## src/rtl/bus_uart.sv

```systemverilog
// bus_uart: bus-mapped 8N1 UART with programmable bit period, 8-entry RX FIFO,
// sticky error flags and a level interrupt.
//
// Ports
//   Clk            system clock, rising edge
//   ResetN         asynchronous active-low reset
//   Addr[2:0]      register word index
//   DataWr[15:0]   bus write data
//   DataRd[15:0]   read data, combinational from Addr and register state
//   En             chip select
//   Rd, Wr         bus strobes (levels)
//   Rx             asynchronous serial input
//   Tx             serial output, idle high
//   Int            level interrupt request
//
// Optional feature: define UART_LOOPBACK_EN to add CONTROL register 4 (b0 Loop),
// which routes the internal TX stream into the receiver and holds the Tx pin high.
module bus_uart (
    input  logic        Clk,
    input  logic        ResetN,
    input  logic [2:0]  Addr,
    input  logic [15:0] DataWr,
    output logic [15:0] DataRd,
    input  logic        En,
    input  logic        Rd,
    input  logic        Wr,
    input  logic        Rx,
    output logic        Tx,
    output logic        Int
);

    localparam int unsigned DW = 16;
    localparam int unsigned BW = 8;
    localparam int unsigned FD = 8;
    localparam int unsigned PW = 3;
    localparam int unsigned CW = 4;
    localparam int unsigned AW = 3;

    localparam logic [DW-1:0] DIV_RST = 16'd433;

    localparam logic [1:0] S_IDLE  = 2'd0;
    localparam logic [1:0] S_START = 2'd1;
    localparam logic [1:0] S_DATA  = 2'd2;
    localparam logic [1:0] S_STOP  = 2'd3;

    logic          wr_hist_q, wr_hist_d;
    logic          rd_hist_q, rd_hist_d;
    logic [AW-1:0] rd_addr_q, rd_addr_d;
    logic [DW-1:0] divisor_q, divisor_d;
    logic [1:0]    inten_q, inten_d;
    logic          overrun_q, overrun_d;
    logic          frame_err_q, frame_err_d;

    logic [1:0]    tx_state_q, tx_state_d;
    logic [DW-1:0] tx_cnt_q, tx_cnt_d;
    logic [DW-1:0] tx_div_q, tx_div_d;
    logic [2:0]    tx_bit_q, tx_bit_d;
    logic [BW-1:0] tx_shift_q, tx_shift_d;
    logic [BW-1:0] tx_hold_q, tx_hold_d;
    logic          tx_hold_vld_q, tx_hold_vld_d;
    logic          tx_line_q, tx_line_d;

    logic          rx_s1_q, rx_s1_d;
    logic          rx_s2_q, rx_s2_d;
    logic          rx_prev_q, rx_prev_d;
    logic [1:0]    rx_state_q, rx_state_d;
    logic [DW-1:0] rx_cnt_q, rx_cnt_d;
    logic [DW-1:0] rx_div_q, rx_div_d;
    logic [2:0]    rx_bit_q, rx_bit_d;
    logic [BW-1:0] rx_shift_q, rx_shift_d;

    logic [PW-1:0] wr_ptr_q, wr_ptr_d;
    logic [PW-1:0] rd_ptr_q, rd_ptr_d;
    logic [CW-1:0] count_q, count_d;
    logic [BW-1:0] fifo_mem_q [FD];

`ifdef UART_LOOPBACK_EN
    logic          loop_q, loop_d;
    logic          tx_pin_q, tx_pin_d;
`endif

    logic          wr_commit, rd_act, rd_end, pop, push;
    logic          rx_avail, tx_ready, tx_idle;
    logic          rx_in, tx_tick;
    logic [DW:0]   rx_half_w;
    logic [DW-1:0] rx_half;
    logic [BW-1:0] fifo_head;

    // Bus strobe edge detection and status terms
    assign wr_commit = En & Wr & ~wr_hist_q;
    assign rd_act    = En & Rd;
    assign rd_end    = ~rd_act & rd_hist_q;
    assign rx_avail  = (count_q != 4'd0);
    assign tx_ready  = ~tx_hold_vld_q;
    assign tx_idle   = tx_ready & (tx_state_q == S_IDLE);
    assign pop       = rd_end & (rd_addr_q == 3'd0) & rx_avail;
    assign tx_tick   = (tx_cnt_q == tx_div_q);
    assign rx_half_w = {1'b0, rx_div_q} + 17'd1;
    assign rx_half   = rx_half_w[DW:1];
    assign fifo_head = fifo_mem_q[rd_ptr_q];

`ifdef UART_LOOPBACK_EN
    assign rx_in = loop_q ? tx_line_q : rx_s2_q;
    assign Tx    = tx_pin_q;
`else
    assign rx_in = rx_s2_q;
    assign Tx    = tx_line_q;
`endif

    // Next-state logic: bus registers, TX FSM, RX FSM, FIFO pointers
    always_comb begin
        wr_hist_d     = En & Wr;
        rd_hist_d     = rd_act;
        rd_addr_d     = rd_addr_q;
        divisor_d     = divisor_q;
        inten_d       = inten_q;
        overrun_d     = overrun_q;
        frame_err_d   = frame_err_q;
        tx_state_d    = tx_state_q;
        tx_cnt_d      = tx_cnt_q;
        tx_div_d      = tx_div_q;
        tx_bit_d      = tx_bit_q;
        tx_shift_d    = tx_shift_q;
        tx_hold_d     = tx_hold_q;
        tx_hold_vld_d = tx_hold_vld_q;
        tx_line_d     = tx_line_q;
        rx_s1_d       = Rx;
        rx_s2_d       = rx_s1_q;
        rx_prev_d     = rx_in;
        rx_state_d    = rx_state_q;
        rx_cnt_d      = rx_cnt_q;
        rx_div_d      = rx_div_q;
        rx_bit_d      = rx_bit_q;
        rx_shift_d    = rx_shift_q;
        wr_ptr_d      = wr_ptr_q;
        rd_ptr_d      = rd_ptr_q;
        count_d       = count_q;
        push          = 1'b0;
`ifdef UART_LOOPBACK_EN
        loop_d        = loop_q;
        tx_pin_d      = tx_pin_q;
`endif

        // Remember the last address seen during a read strobe for the pop decision
        if (rd_act) begin
            rd_addr_d = Addr;
        end

        // Register writes (sticky-flag set below takes priority over clear)
        if (wr_commit) begin
            case (Addr)
                3'd0: begin
                    if (!tx_hold_vld_q) begin
                        tx_hold_d     = DataWr[7:0];
                        tx_hold_vld_d = 1'b1;
                    end
                end
                3'd1: begin
                    if (DataWr[3]) overrun_d = 1'b0;
                    if (DataWr[4]) frame_err_d = 1'b0;
                end
                3'd2: divisor_d = DataWr;
                3'd3: inten_d   = DataWr[1:0];
`ifdef UART_LOOPBACK_EN
                3'd4: loop_d    = DataWr[0];
`endif
                default: ;
            endcase
        end

        // Transmitter; bit period latched at every bit boundary
        case (tx_state_q)
            S_IDLE: begin
                if (tx_hold_vld_q) begin
                    tx_shift_d    = tx_hold_q;
                    tx_hold_vld_d = 1'b0;
                    tx_line_d     = 1'b0;
                    tx_cnt_d      = 16'd0;
                    tx_div_d      = divisor_q;
                    tx_state_d    = S_START;
                end
            end
            S_START: begin
                if (tx_tick) begin
                    tx_line_d  = tx_shift_q[0];
                    tx_shift_d = {1'b0, tx_shift_q[BW-1:1]};
                    tx_bit_d   = 3'd0;
                    tx_cnt_d   = 16'd0;
                    tx_div_d   = divisor_q;
                    tx_state_d = S_DATA;
                end else begin
                    tx_cnt_d = tx_cnt_q + 16'd1;
                end
            end
            S_DATA: begin
                if (tx_tick) begin
                    tx_cnt_d = 16'd0;
                    tx_div_d = divisor_q;
                    if (tx_bit_q == 3'd7) begin
                        tx_line_d  = 1'b1;
                        tx_state_d = S_STOP;
                    end else begin
                        tx_line_d  = tx_shift_q[0];
                        tx_shift_d = {1'b0, tx_shift_q[BW-1:1]};
                        tx_bit_d   = tx_bit_q + 3'd1;
                    end
                end else begin
                    tx_cnt_d = tx_cnt_q + 16'd1;
                end
            end
            default: begin
                if (tx_tick) begin
                    tx_cnt_d   = 16'd0;
                    tx_state_d = S_IDLE;
                end else begin
                    tx_cnt_d = tx_cnt_q + 16'd1;
                end
            end
        endcase

        // Receiver; counter starts at 1 on the detected falling edge so the
        // start sample lands floor((DIVISOR+1)/2) cycles into the bit
        case (rx_state_q)
            S_IDLE: begin
                if (rx_prev_q && !rx_in) begin
                    rx_cnt_d   = 16'd1;
                    rx_div_d   = divisor_q;
                    rx_state_d = S_START;
                end
            end
            S_START: begin
                if (rx_cnt_q >= rx_half) begin
                    if (rx_in) begin
                        rx_state_d = S_IDLE;
                    end else begin
                        rx_cnt_d   = 16'd0;
                        rx_bit_d   = 3'd0;
                        rx_div_d   = divisor_q;
                        rx_state_d = S_DATA;
                    end
                end else begin
                    rx_cnt_d = rx_cnt_q + 16'd1;
                end
            end
            S_DATA: begin
                if (rx_cnt_q == rx_div_q) begin
                    rx_shift_d = {rx_in, rx_shift_q[BW-1:1]};
                    rx_cnt_d   = 16'd0;
                    rx_div_d   = divisor_q;
                    if (rx_bit_q == 3'd7) begin
                        rx_state_d = S_STOP;
                    end else begin
                        rx_bit_d = rx_bit_q + 3'd1;
                    end
                end else begin
                    rx_cnt_d = rx_cnt_q + 16'd1;
                end
            end
            default: begin
                if (rx_cnt_q == rx_div_q) begin
                    rx_cnt_d   = 16'd0;
                    rx_state_d = S_IDLE;
                    if (!rx_in) begin
                        frame_err_d = 1'b1;
                    end else if (count_q == 4'd8) begin
                        overrun_d = 1'b1;
                    end else begin
                        push = 1'b1;
                    end
                end else begin
                    rx_cnt_d = rx_cnt_q + 16'd1;
                end
            end
        endcase

        // FIFO pointers
        if (push) wr_ptr_d = wr_ptr_q + 3'd1;
        if (pop)  rd_ptr_d = rd_ptr_q + 3'd1;
        count_d = count_q + CW'(push) - CW'(pop);

`ifdef UART_LOOPBACK_EN
        tx_pin_d = tx_line_d | loop_d;
`endif
    end

    // State registers
    always_ff @(posedge Clk or negedge ResetN) begin
        if (!ResetN) begin
            wr_hist_q     <= 1'b0;
            rd_hist_q     <= 1'b0;
            rd_addr_q     <= 3'd0;
            divisor_q     <= DIV_RST;
            inten_q       <= 2'd0;
            overrun_q     <= 1'b0;
            frame_err_q   <= 1'b0;
            tx_state_q    <= S_IDLE;
            tx_cnt_q      <= 16'd0;
            tx_div_q      <= DIV_RST;
            tx_bit_q      <= 3'd0;
            tx_shift_q    <= 8'd0;
            tx_hold_q     <= 8'd0;
            tx_hold_vld_q <= 1'b0;
            tx_line_q     <= 1'b1;
            rx_s1_q       <= 1'b1;
            rx_s2_q       <= 1'b1;
            rx_prev_q     <= 1'b1;
            rx_state_q    <= S_IDLE;
            rx_cnt_q      <= 16'd0;
            rx_div_q      <= DIV_RST;
            rx_bit_q      <= 3'd0;
            rx_shift_q    <= 8'd0;
            wr_ptr_q      <= 3'd0;
            rd_ptr_q      <= 3'd0;
            count_q       <= 4'd0;
`ifdef UART_LOOPBACK_EN
            loop_q        <= 1'b0;
            tx_pin_q      <= 1'b1;
`endif
        end else begin
            wr_hist_q     <= wr_hist_d;
            rd_hist_q     <= rd_hist_d;
            rd_addr_q     <= rd_addr_d;
            divisor_q     <= divisor_d;
            inten_q       <= inten_d;
            overrun_q     <= overrun_d;
            frame_err_q   <= frame_err_d;
            tx_state_q    <= tx_state_d;
            tx_cnt_q      <= tx_cnt_d;
            tx_div_q      <= tx_div_d;
            tx_bit_q      <= tx_bit_d;
            tx_shift_q    <= tx_shift_d;
            tx_hold_q     <= tx_hold_d;
            tx_hold_vld_q <= tx_hold_vld_d;
            tx_line_q     <= tx_line_d;
            rx_s1_q       <= rx_s1_d;
            rx_s2_q       <= rx_s2_d;
            rx_prev_q     <= rx_prev_d;
            rx_state_q    <= rx_state_d;
            rx_cnt_q      <= rx_cnt_d;
            rx_div_q      <= rx_div_d;
            rx_bit_q      <= rx_bit_d;
            rx_shift_q    <= rx_shift_d;
            wr_ptr_q      <= wr_ptr_d;
            rd_ptr_q      <= rd_ptr_d;
            count_q       <= count_d;
`ifdef UART_LOOPBACK_EN
            loop_q        <= loop_d;
            tx_pin_q      <= tx_pin_d;
`endif
        end
    end

    // FIFO storage; contents are only visible through count, so no reset needed
    always_ff @(posedge Clk) begin
        if (push) begin
            fifo_mem_q[wr_ptr_q] <= rx_shift_q;
        end
    end

    // Register read mux
    always_comb begin
        DataRd = 16'h0000;
        case (Addr)
            3'd0: DataRd = rx_avail ? {8'h00, fifo_head} : 16'h0000;
            3'd1: DataRd = {11'd0, frame_err_q, overrun_q, tx_ready, tx_idle, rx_avail};
            3'd2: DataRd = divisor_q;
            3'd3: DataRd = {14'd0, inten_q};
`ifdef UART_LOOPBACK_EN
            3'd4: DataRd = {15'd0, loop_q};
`endif
            default: DataRd = 16'h0000;
        endcase
    end

    assign Int = (inten_q[0] & rx_avail) | (inten_q[1] & tx_ready);

endmodule

```

## config.mk

```make
export PLATFORM = sky130hd
export DESIGN_NAME = bus_uart
export DESIGN_NICKNAME = d
export VERILOG_FILES = /design/src/rtl/bus_uart.sv
export SDC_FILE = /design/constraint.sdc
export NUM_CORES = 1
export LEC_CHECK = 0
export CAP_MARGIN = 15
export CORE_MARGIN = 2
export CORE_UTILIZATION = 61
export DETAILED_ROUTE_END_ITERATION = 7
export HOLD_SLACK_MARGIN = 0.06
export PLACE_DENSITY_LB_ADDON = 0.05
export SYNTH_ARGS = -nofsm -noshare
export SYNTH_HDL_FRONTEND = slang
export SYNTH_SLANG_ARGS = --single-unit
```

## constraint.sdc

```tcl
create_clock -name Clk -period 4.56 [get_ports Clk]
set_clock_uncertainty 0.15 [all_clocks]
set_input_delay 0.912 -clock Clk [delete_from_list [all_inputs] [get_ports Clk]]
set_output_delay 0.912 -clock Clk [all_outputs]
set_load 0.1 [all_outputs]
```

==> reports/results.tsv <==
stage	metric	value	unit
worst_setup_path	required time of the critical path	4.78	ns
place	# placed instances	1031	
outcome	outcome	finished, final reports clean	
cts	CTS tree	yes	
sta	setup TNS	0	ns
pwr	Seq power	2.72	mW
routing	drt drc	0	
pwr	internal power	4.40	mW
worst_setup_path	reg2reg path depth	14	
finish	Logic Gate Count	537	
routing	via count	6531	
flow_run	number of max-cap violations	0	
worst_setup_path	Crit path top cell by count	and3_1	
pwr	Switching Fraction	0.327	
worst_setup_path	startpoint types	flip-flop	
cts	Setup Fix Bufs, Post-CTS	0	
floorplanning	FP Util	0.624	
worst_setup_path	reg2reg setup slack	0.42	ns
pwr	Logic pwr share	0.299	
flow_run	count of tool warnings	31	
logic_synthesis	Top cells by area	dfrtp_1, edfxtp_1, mux2_2	
finish	fillers	1081	
logic make-up (layout without fill, tap and decap cells):
family	count (synthesis)	in the layout	synth area share
xor+xnor	54	54	0.0479
flops	202	202	0.547
compound gates	122	122	0.0783
simple gates	213	213	0.114
mux	112	112	0.145
buf+inv	52	117	0.0209
fa+ha+maj	36	36	0.0464
layer usage:
layer	GRT usage	vias to the layer above	routed length (µm)
met5	0	-	0
met2	0.443	198	10700
met4	0.0483	0	321
met3	0.0347	31	1050
met1	0.350	3275	9260
li1	-	3027	-
registers in the layout, indices dropped and copies added, names as in the netlist, 4 cells and up:
name        cells
rx_div_q       16
fifo_mem_q     64
rx_cnt_q       16
rx_shift_q      8
tx_hold_q       8
tx_div_q       16
tx_cnt_q       16
tx_shift_q      8
divisor_q      16
count_q         4
**I/O nets highlighted**

Scale: 2 px per µm.
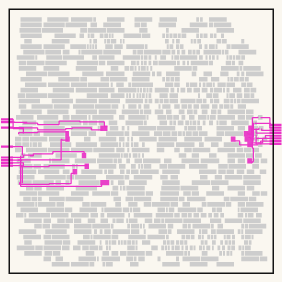
legend:
  `DataRd`:
    colour: magenta
    bits: 16
    direction: output
    edge: 8 left, 8 right
    end_cells: 16
    buffers: 16
    wire: 522 µm

**M2 wires**

Scale: 4 px per µm.
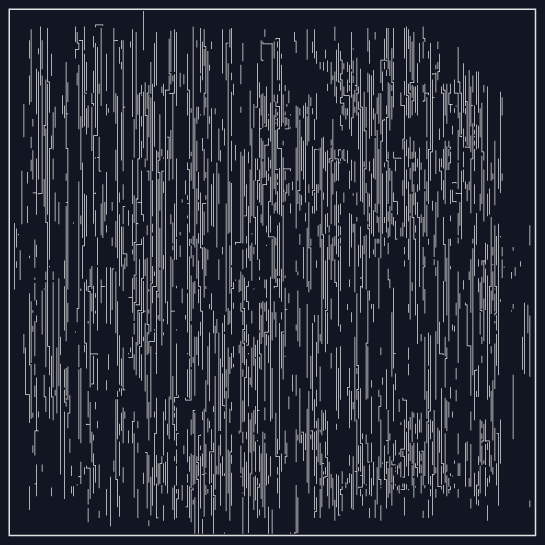
wire length on this layer: 10700 µm
main direction: vertical

**Signal wires by layer**

Scale: 2 px per µm. Two of the layers only.
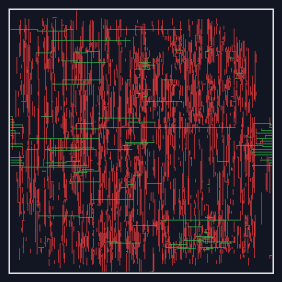
legend:
  metal 2:
    colour: red
    wire_length: 10700 µm
  metal 3:
    colour: green
    wire_length: 1050 µm

Power figures rest on the tool's default switching activity, not on a simulated workload.
